**config.mk**
```make
export PLATFORM = sky130hd
export DESIGN_NAME = muldiv_sequencer_flat
export DESIGN_NICKNAME = d
export VERILOG_FILES = /design/src/rtl/muldiv_sequencer_pkg.sv /design/src/rtl/muldiv_sequencer_if.sv /design/src/rtl/muldiv_sequencer_sign_fix.sv /design/src/rtl/muldiv_sequencer.sv /design/src/flat_wrapper.sv
export SDC_FILE = /design/constraint.sdc
export NUM_CORES = 1
export LEC_CHECK = 0
export CAP_MARGIN = 20
export CORE_MARGIN = 8
export CORE_UTILIZATION = 60
export CTS_CLUSTER_DIAMETER = 150
export CTS_CLUSTER_SIZE = 20
export DETAILED_ROUTE_END_ITERATION = 7
export PLACE_DENSITY = 0.83
export SETUP_SLACK_MARGIN = 0.4
export SLEW_MARGIN = 20
export SYNTH_ARGS = -nofsm -noshare
export SYNTH_HDL_FRONTEND = slang
export SYNTH_HIERARCHICAL = 1
export SYNTH_SLANG_ARGS = --single-unit
export TNS_END_PERCENT = 10
```
**constraint.sdc**
```tcl
create_clock -name clk -period 4.3 [get_ports clk]
set_input_delay 0.86 -clock clk [delete_from_list [all_inputs] [get_ports clk]]
set_output_delay 0.86 -clock clk [all_outputs]
set_load 0.01 [all_outputs]
```
**src/rtl/muldiv_sequencer_pkg.sv**
```systemverilog
// Shared definitions for the multiply/divide sequencer: op and state encodings, default widths.
package muldiv_sequencer_pkg;

    localparam int unsigned W_DEFAULT  = 32;
    localparam int unsigned CW_DEFAULT = 6;

    typedef enum logic [2:0] {
        OP_MULT  = 3'b000,
        OP_MULTU = 3'b001,
        OP_DIV   = 3'b010,
        OP_DIVU  = 3'b011,
        OP_MTHI  = 3'b100,
        OP_MTLO  = 3'b101
    } op_e;

    typedef enum logic [1:0] {
        S_IDLE,
        S_RUN,
        S_FIX
    } state_e;

    typedef enum logic {
        CLS_MUL,
        CLS_DIV
    } opclass_e;

    // MULT/MULTU/DIV/DIVU all have op[2]==0; they are the iterative ops.
    function automatic logic is_iter(input logic [2:0] op);
        return (op[2] == 1'b0);
    endfunction

endpackage

```
**src/rtl/muldiv_sequencer_if.sv**
```systemverilog
// EX-stage <-> multiply/divide unit signal bundle.
interface muldiv_sequencer_if #(
    parameter int unsigned W = muldiv_sequencer_pkg::W_DEFAULT
);
    logic         start;
    logic [2:0]   op;
    logic [W-1:0] srcA;
    logic [W-1:0] srcB;
    logic         rd_req;
    logic         stall;
    logic         busy;
    logic         done;
    logic [W-1:0] hi;
    logic [W-1:0] lo;

    modport master (
        output start, op, srcA, srcB, rd_req,
        input  stall, busy, done, hi, lo
    );

    modport slave (
        input  start, op, srcA, srcB, rd_req,
        output stall, busy, done, hi, lo
    );
endinterface

```
**src/rtl/muldiv_sequencer_sign_fix.sv**
```systemverilog
// Combinational sign correction of the unsigned magnitude result produced by the iterative core.
module muldiv_sequencer_sign_fix
    import muldiv_sequencer_pkg::*;
#(
    parameter int unsigned W = W_DEFAULT
) (
    input  logic [2*W-1:0] raw,
    input  opclass_e       cls,
    input  logic           neg_q,
    input  logic           neg_r,
    output logic [W-1:0]   hi,
    output logic [W-1:0]   lo
);

    logic [2*W-1:0] prod_neg;
    logic [W-1:0]   rem_raw;
    logic [W-1:0]   quo_raw;

    always_comb begin
        prod_neg = -raw;
        rem_raw  = raw[2*W-1:W];
        quo_raw  = raw[W-1:0];
        if (cls == CLS_MUL) begin
            {hi, lo} = neg_q ? prod_neg : raw;
        end else begin
            hi = neg_r ? -rem_raw : rem_raw;
            lo = neg_q ? -quo_raw : quo_raw;
        end
    end

endmodule

```
**src/rtl/muldiv_sequencer.sv**
```systemverilog
// Iterative MULT/MULTU/DIV/DIVU unit owning HI/LO; one radix-2 step per cycle, stalls the pipe while busy.
module muldiv_sequencer
    import muldiv_sequencer_pkg::*;
#(
    parameter int unsigned W  = W_DEFAULT,
    parameter int unsigned CW = CW_DEFAULT
) (
    input  logic             clk,
    input  logic             reset,
    muldiv_sequencer_if.slave bus
);

    state_e         state;
    state_e         state_nxt;
    logic [CW-1:0]  cnt;
    logic [2*W-1:0] acc;
    logic [W-1:0]   opd;
    opclass_e       cls;
    logic           neg_q;
    logic           neg_r;
    logic [W-1:0]   hi_q;
    logic [W-1:0]   lo_q;

    logic           sgn_op;
    logic           iter_start;
    logic           step_last;
    logic [W-1:0]   mag_a;
    logic [W-1:0]   mag_b;
    logic [W:0]     mul_sum;
    logic [W:0]     rem_sh;
    logic           rem_ge;
    logic [W-1:0]   rem_sub;
    logic [2*W-1:0] acc_step;
    logic [W-1:0]   fix_hi;
    logic [W-1:0]   fix_lo;

    always_comb begin
        sgn_op     = (bus.op == OP_MULT) || (bus.op == OP_DIV);
        mag_a      = (sgn_op && bus.srcA[W-1]) ? -bus.srcA : bus.srcA;
        mag_b      = (sgn_op && bus.srcB[W-1]) ? -bus.srcB : bus.srcB;
        iter_start = bus.start && is_iter(bus.op);
        step_last  = (cnt == CW'(W - 1));
    end

    // acc holds {partial product, multiplier} for mul and {remainder, dividend/quotient} for div.
    always_comb begin
        mul_sum = {1'b0, acc[2*W-1:W]} + (acc[0] ? {1'b0, opd} : '0);
        rem_sh  = acc[2*W-1:W-1];
        rem_ge  = (rem_sh >= {1'b0, opd});
        rem_sub = rem_sh[W-1:0] - opd;
        if (cls == CLS_DIV) begin
            acc_step = rem_ge ? {rem_sub, acc[W-2:0], 1'b1}
                              : {rem_sh[W-1:0], acc[W-2:0], 1'b0};
        end else begin
            acc_step = {mul_sum, acc[W-1:1]};
        end
    end

    muldiv_sequencer_sign_fix #(.W(W)) u_sign_fix (
        .raw   (acc),
        .cls   (cls),
        .neg_q (neg_q),
        .neg_r (neg_r),
        .hi    (fix_hi),
        .lo    (fix_lo)
    );

    always_ff @(posedge clk) begin
        if (reset) state <= S_IDLE;
        else       state <= state_nxt;
    end

    always_comb begin
        state_nxt = state;
        case (state)
            S_IDLE:  if (iter_start) state_nxt = S_RUN;
            S_RUN:   if (step_last)  state_nxt = S_FIX;
            S_FIX:   state_nxt = S_IDLE;
            default: state_nxt = S_IDLE;
        endcase
        bus.busy  = (state != S_IDLE);
        bus.done  = (state == S_FIX);
        bus.stall = bus.busy && (bus.start || bus.rd_req);
        bus.hi    = hi_q;
        bus.lo    = lo_q;
    end

    always_ff @(posedge clk) begin
        if (reset) begin
            cnt   <= '0;
            acc   <= '0;
            opd   <= '0;
            cls   <= CLS_MUL;
            neg_q <= 1'b0;
            neg_r <= 1'b0;
            hi_q  <= '0;
            lo_q  <= '0;
        end else begin
            case (state)
                S_IDLE: begin
                    if (iter_start) begin
                        cnt   <= '0;
                        cls   <= bus.op[1] ? CLS_DIV : CLS_MUL;
                        opd   <= bus.op[1] ? mag_b : mag_a;
                        acc   <= {{W{1'b0}}, (bus.op[1] ? mag_a : mag_b)};
                        // A zero divisor leaves the all-ones quotient unnegated.
                        neg_q <= sgn_op && (bus.srcA[W-1] ^ bus.srcB[W-1])
                                 && !(bus.op[1] && (bus.srcB == '0));
                        neg_r <= sgn_op && bus.op[1] && bus.srcA[W-1];
                    end else if (bus.start && (bus.op == OP_MTHI)) begin
                        hi_q <= bus.srcA;
                    end else if (bus.start && (bus.op == OP_MTLO)) begin
                        lo_q <= bus.srcA;
                    end
                end
                S_RUN: begin
                    acc <= acc_step;
                    cnt <= cnt + CW'(1);
                end
                S_FIX: begin
                    hi_q <= fix_hi;
                    lo_q <= fix_lo;
                end
                default: ;
            endcase
        end
    end

endmodule

```
**src/flat_wrapper.sv**
```systemverilog
// flat-port wrapper written by rule: the top's interface ports become plain ports
module muldiv_sequencer_flat import muldiv_sequencer_pkg::*;
#(
    parameter int unsigned W  = W_DEFAULT,
    parameter int unsigned CW = CW_DEFAULT
)
  (clk, reset, bus_start, bus_op, bus_srcA, bus_srcB, bus_rd_req, bus_stall, bus_busy, bus_done, bus_hi, bus_lo);
  muldiv_sequencer_if #(.W(W)) bus_i ();
  input  logic clk;
  input  logic reset;
  input wire logic [$bits(bus_i.start)-1:0] bus_start;
  input wire logic [$bits(bus_i.op)-1:0] bus_op;
  input wire logic [$bits(bus_i.srcA)-1:0] bus_srcA;
  input wire logic [$bits(bus_i.srcB)-1:0] bus_srcB;
  input wire logic [$bits(bus_i.rd_req)-1:0] bus_rd_req;
  output wire logic [$bits(bus_i.stall)-1:0] bus_stall;
  output wire logic [$bits(bus_i.busy)-1:0] bus_busy;
  output wire logic [$bits(bus_i.done)-1:0] bus_done;
  output wire logic [$bits(bus_i.hi)-1:0] bus_hi;
  output wire logic [$bits(bus_i.lo)-1:0] bus_lo;
  assign bus_i.start = bus_start;
  assign bus_i.op = bus_op;
  assign bus_i.srcA = bus_srcA;
  assign bus_i.srcB = bus_srcB;
  assign bus_i.rd_req = bus_rd_req;
  assign bus_stall = bus_i.stall;
  assign bus_busy = bus_i.busy;
  assign bus_done = bus_i.done;
  assign bus_hi = bus_i.hi;
  assign bus_lo = bus_i.lo;
  muldiv_sequencer #(.W(W), .CW(CW)) u_core (.clk(clk), .reset(reset), .bus(bus_i));
endmodule
```
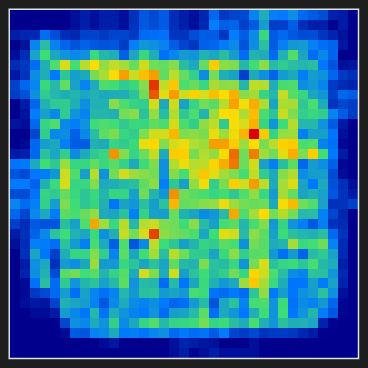
**Above:** run 1 (wiring heat map).
Scale: 2 px per um. 35 x 35 tiles, from dark blue (low) to red (high), scaled to the fullest tile. Values are wire area over tile area, all layers added.
nearly empty tiles: 10%
emptiest ninth of the die: south-west
mean over tiles: 0.31
densest ninth of the die: center
tiles over half the peak: 26%
fullest tile: 0.89
vias post-DR: 15,846
GRT Util Overall: 34.6%
routed wire length: 54,600 um

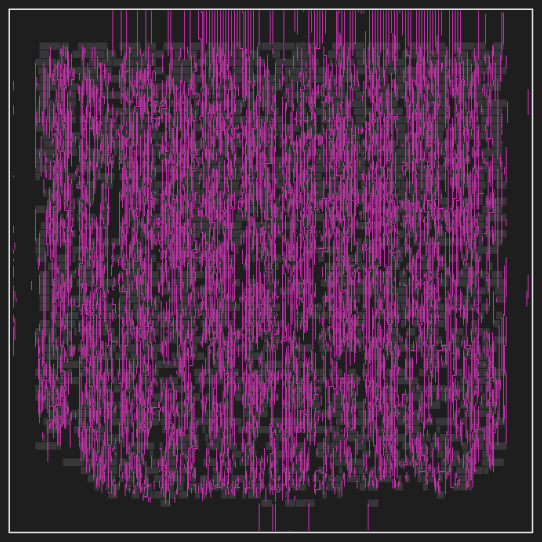
**Above:** run 1 (the metal 2 layer).
Scale: 3 px per um. Cells faint in the background.
longest straight run: 78.5 um
nets with wire on the layer: 1,848
share of all routed wire: 45%
GR met2 Demand/Resource: 55.2%

==> Slide: Implementation Results, run 1 <==
Synthesis and Place & Route Summary

Yosys
  • Leading cell types by count after synthesis: 209 x nor2_1, 171 x dfxtp_1, 148 x a21oi_1, 135 x nand2_1, 122 x a211oi_1
  • Average footprint of a synthesized cell: 7.74 um^2
  • Async set-or-reset flop fraction in the synthesized netlist: 0%
  • Synth area leaders: dfxtp_1 23%, mux2i_1 7.4%, xnor2_1 6.6%
  • Distinct cells, synth: 92
  • Post-synth top flop: dfxtp_1
  • Number of synthesized flops with an enable pin: 0

Critical path
  • Critical path's slowest cell: dfxtp_2
  • Worst path bufs/invs: 1

STA
  • Peak Freq: 272 MHz

Clocking
  • CTS HTree Levels: 4
  • Total number of clock tree sinks: 171

Floorplanning
  • Core ar.: 24,400 um^2
  • Initial cell density of the core: 61.3%
  • IO Pins: 138

Run status
  • Outcome: completed

Job
  • Number of violations of the max-capacitance limit: 0
  • Tool Warnings: 26

Routing
  • Number of vias per cell: just under 7
  • 1st-pass router iterations: 6

Global routing
  • Number of global-route vias before repair: 14,880
  • Maximum number of pins on one net before global-route repair: 83
  • Number of antenna violations at the first check in global routing: 2

Placed design
  • Final estimated routing congestion in global placement: 0.997
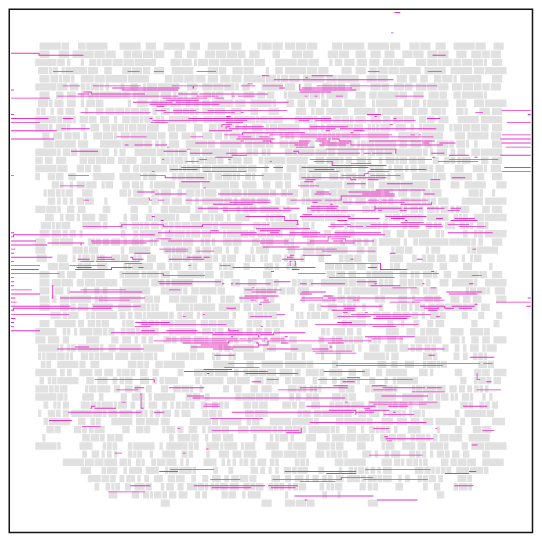
**Above:** run 1 (met3 routing).
Scale: 3 px per um. Cells faint in the background.
nets with wire on the layer: 343
longest straight run: 83.7 um
met3 Track Usage GR: 7.04%

[run 1: placed cells by master (no fill, tap or decap), drive strengths merged, types with 7 or more instances in the layout]
| cell | instances |
|---|---|
| o41ai | 14 |
| or3 | 17 |
| xnor2 | 113 |
| o21a | 15 |
| nor2b | 12 |
| clkbuf | 19 |
| a221oi | 12 |
| mux2i | 110 |
| nand2b | 21 |
| a221o | 7 |
| o211ai | 35 |
| nor3 | 42 |
| o221ai | 10 |
| nand3 | 30 |
| or2 | 12 |
| a31oi | 12 |
| and2 | 39 |
| nand4 | 19 |
| and3 | 11 |
| or4 | 20 |
| nor2 | 211 |
| o21bai | 9 |
| a21oi | 153 |
| a21o | 27 |
| o21ai | 96 |
| xor2 | 60 |
| nand2 | 136 |
| o31ai | 37 |
| clkdlybuf4s50 | 135 |
| dfxtp | 171 |
| a211oi | 122 |
| a22oi | 11 |
| buf | 48 |
| inv | 68 |
| nor4 | 14 |
| ha | 69 |
[run 1: cells by family (layout without fill, tap and decap cells)]
logic type,after synthesis,count (layout),synth area share (%)
AOI/OAI and AO/OA,617,617,28.1
and+or+nand+nor,605,605,20.0
buffers and inverters,180,277,5.16
xor gates and xnor gates,173,173,10.1
DFF,171,171,22.9
muxes,114,114,7.66
adders and majority gates,71,71,6.04
[run 1: power by group]
part,leakage (nW),switching [mW],internal (mW)
Sequential,1.39,0.0977,1.65
Clock,0.271,0.771,0.784
Combinational,5.20,0.843,0.548
[run 1: path summary, 6_finish.rpt]
path | to | depth (start not counted) | from
setup / recovery | u_core/acc[62]$_SDFFE_PP0P_ | 12 | u_core/acc[0]$_SDFFE_PP0P_
hold / removal | u_core/opd[2]$_SDFFE_PP0P_ | 2 | u_core/opd[2]$_SDFFE_PP0P_
setup reg to reg | u_core/acc[62]$_SDFFE_PP0P_ | 12 | u_core/acc[0]$_SDFFE_PP0P_
hold reg to reg | u_core/opd[2]$_SDFFE_PP0P_ | 2 | u_core/opd[2]$_SDFFE_PP0P_
[run 1: timing repair]
item | in CTS | in global routing
hold endpoints to repair | 0 | 0
gates resized | 0 | 1
endpoints found under the setup margin | 0 | 3
[run 1: layout make-up]
class	instances	area (um^2)
Multi-Input combinational cell	1580	10800
Fill cell	2070	7230
Sequential cell	171	3430
Timing Repair Buffer	183	1720
Clock buffer	19	443
Tap cell	324	405
Inverter	62	233
Clock inverter	13	128
[run 1: per-stage QoR]
stage                     util (%)  hold WS, ps  std cells  area (um^2)
after floorplan                  -          440       1931        15000
after global placement        68.0          463       2320        16600
after detailed placement      68.0          475       2320        16600
after CTS                     70.3          484       2352        17200
after global routing          70.4          520       2352        17200
final                         70.4          489       2352        17200
[run 1: layer usage]
layer	wire (um)	global-route usage [%]
met1	21600	43.4
met2	24700	55.2
met3	5400	7.04
met4	2790	17.7
met5	18	0
[run 1: registers in the layout (all words and copies together) (netlist names)]
signal	cells
u_core/cls	1
u_core/bus.lo	32
u_core/neg_q	1
u_core/cnt	6
u_core/state	2
u_core/neg_r	1
u_core/opd	32
u_core/bus.hi	32
u_core/acc	64
**Run 1: pin placement**

Scale: 3 px per um. Pins as bars across the die edge, other pins in gray.
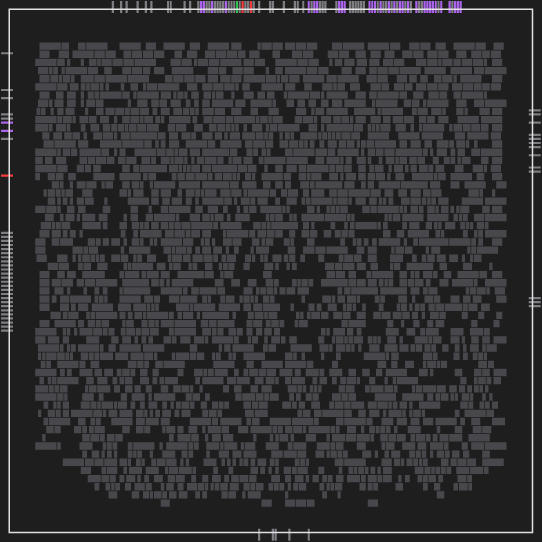

==> inputs of run 2 (changes only) <==
--- a/config.mk
+++ b/config.mk
@@ -5,13 +5,13 @@
 export SDC_FILE = /design/constraint.sdc
 export NUM_CORES = 1
 export LEC_CHECK = 0
+export ABC_AREA = 0
 export CAP_MARGIN = 20
-export CORE_MARGIN = 8
-export CORE_UTILIZATION = 60
+export CORE_UTILIZATION = 50
 export CTS_CLUSTER_DIAMETER = 150
 export CTS_CLUSTER_SIZE = 20
 export DETAILED_ROUTE_END_ITERATION = 7
-export PLACE_DENSITY = 0.83
+export PLACE_DENSITY = 0.71
 export SETUP_SLACK_MARGIN = 0.4
 export SLEW_MARGIN = 20
 export SYNTH_ARGS = -nofsm -noshare
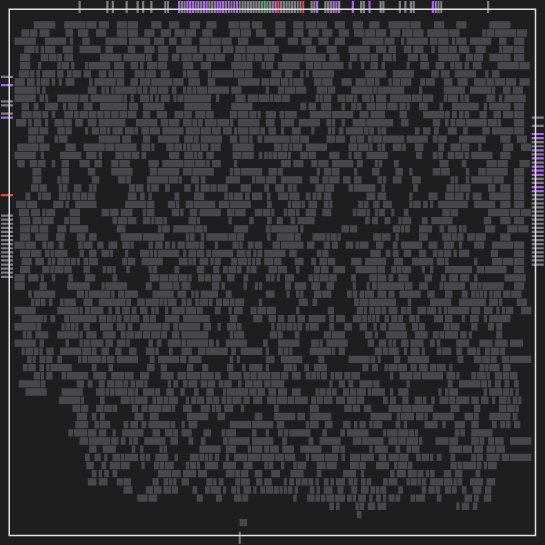
**Above:** run 2 (pin placement).
Scale: 3 px per um. Pins as bars across the die edge, other pins in gray.
legend:
  `bus_rd_req`:
    color: green
    pins: 1
    direction: input
    edge: north
  `bus_srcA`:
    color: purple
    pins: 32
    direction: input
    edge: 21 north, 9 east, 2 west
  `bus_op`:
    color: red
    pins: 3
    direction: input
    edge: 2 north, 1 west
Die Span Y: 175 um
die width: 175 um
count of port buffers added during placement: 137

==> run 2 against run 1 <==
Clock power about the same. Clock-buffer cell count is 1 higher. Setup slack improved by 3.8 ps. Fmax up 0.10%. Synthesized area unchanged.
==> Slide: Implementation Results, run 2 <==
Synthesis and Place & Route Summary

Power
  • Reg power frac: 37.1%
  • Relative contribution of the clock network to total power: about 33%
  • Switching part of the total power: 35.1%
  • Net switching power of the design: ~1.6 mW
  • Fraction of power consumed by combinational cells: just under 30%

Yosys
  • Average footprint of a synthesized cell: 7.74 um^2
  • Leading cell types by count after synthesis: 209 x nor2_1, 171 x dfxtp_1, 148 x a21oi_1, 135 x nand2_1, 122 x a211oi_1
  • Synth area leaders: dfxtp_1 23%, mux2i_1 7.4%, xnor2_1 6.6%
  • Distinct cells, synth: between 90 and 100
  • Async set-or-reset flop fraction in the synthesized netlist: 0%
  • Number of synthesized flops with an enable pin: 0

Clocking
  • Total number of clock tree sinks: 171
  • CTS hold repair buffers: 0

Critical path
  • Critical path's slowest cell: o311ai_1
  • Worst path bufs/invs: 2

Global routing
  • Number of antenna violations at the first check in global routing: 1
  • GRT Util Overall: 34.1%
  • Number of global-route vias before repair: around 14,000
  • Maximum number of pins on one net before global-route repair: 80

Placed design
  • Cells after DPL: 2,376
  • Final estimated routing congestion in global placement: just under 1
  • Cell area reported after detailed placement: 16,700 um^2

Finish
  • Seq. cell area: 3430 um^2
  • Max FFs per register: 64
  • Combinational cell area excluding buffers and inverters: 10,800 um^2
  • Register containing the most flip-flops in the final layout: u_core/acc
  • Commonest non-fill, non-tap cell in the layout: nor2_1
  • Most common logic cells in the final layout: 207 x nor2_1, 169 x dfxtp_1, 148 x a21oi_1

Floorplanning
  • Initial cell density of the core: roughly 50%

Routing
  • Routed wire length: 53,200 um
  • 1st-pass router iterations: 6
  • Vias post-DR: 15,594

Run status
  • Outcome: completed

Job
  • Tool Warnings: 26

STA
  • Peak Freq: around 270 MHz
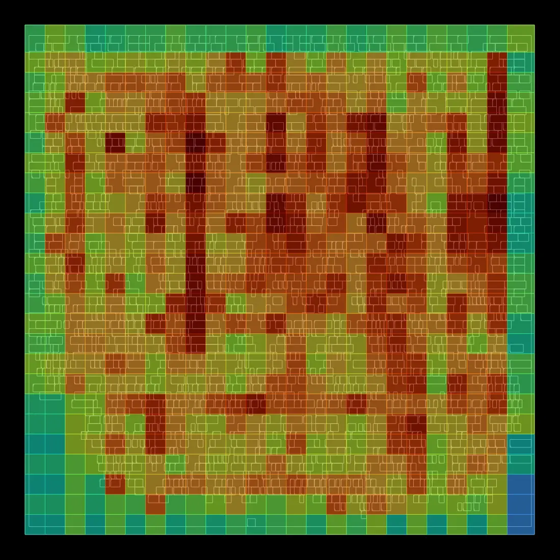
**Above:** run 2 (routing congestion map).
GR met2 Demand/Resource: 55.4%
end-of-flow core utilization: 59.3%
highest-utilization routing layer at the global route stage: met2

-- run 2: power groups by stage --
stage	logic, mW	clock network (mW)	registers (mW)
after floorplan	0.902	0	1.75
after global placement	1.33	0	1.77
after detailed placement	1.35	0	1.78
after CTS	1.36	1.59	1.74
after global routing	1.49	1.64	1.75
final	1.39	1.57	1.74
-- run 2: cell type report --
type / count / share of cell area (%)
multi-input combinational: 1580 / 62.7
sequential: 171 / 19.9
timing repair buffer: 179 / 9.96
tap: 384 / 2.79
clock buffer: 20 / 2.71
inverter: 62 / 1.35
clock inverter: 12 / 0.660
-- run 2: per-stage QoR --
step	hold WS [ps]	total power, mW
finish	483	4.70
global route	501	4.88
CTS	487	4.68
detailed placement	477	3.12
global placement	469	3.11
floorplan	440	2.65
-- run 2: final timing paths --
kind         cells after the start                  startpoint  slack, ps                          end
max                             12  u_core/opd[3]$_SDFFE_PP0P_        630  u_core/acc[60]$_SDFFE_PP0P_
min                              2  u_core/opd[6]$_SDFFE_PP0P_        480   u_core/opd[6]$_SDFFE_PP0P_
min reg2reg                      2  u_core/opd[6]$_SDFFE_PP0P_        480   u_core/opd[6]$_SDFFE_PP0P_
max reg2reg                     12  u_core/opd[3]$_SDFFE_PP0P_        630  u_core/acc[60]$_SDFFE_PP0P_
-- run 2: worst register-to-register path: stages (launching register included) --
cell and delay, ps:
dfxtp_1 330, inv_1 70, ha_1 350, a21o_1 210
a21oi_1 270, nand2_1 180, a221o_1 380, o311ai_1 470
nor3b_2 460, buf_4 280, nand2b_1 230, o21ai_1 80
a221o_1 270
-- run 2: cell families after synthesis --
logic type,count (synthesis),synth area share [%]
AOI/OAI and AO/OA,617,28.1
and+or+nand+nor,605,20.0
buffers and inverters,180,5.16
xor gates and xnor gates,173,10.1
DFF,171,22.9
muxes,114,7.66
adders and majority gates,71,6.04
-- run 2: per-layer routing --
| layer | track usage (%) | vias to the layer above | part of all wire, % |
|---|---|---|---|
| met1 | 45.1 | 7462 | 43 |
| met3 | 4.11 | 104 | 6.9 |
| met4 | 15.6 | 0 | 4.4 |
| li1 | - | 7294 | - |
| met2 | 55.4 | 734 | 46 |
| met5 | 0 | - | 0 |
-- run 2: timing repair --
item,CTS,global route
setup buffers,0,0
endpoints found under the setup margin,0,2
gates resized,0,1
No activity file was given, so power comes from the tool's default toggle rates.
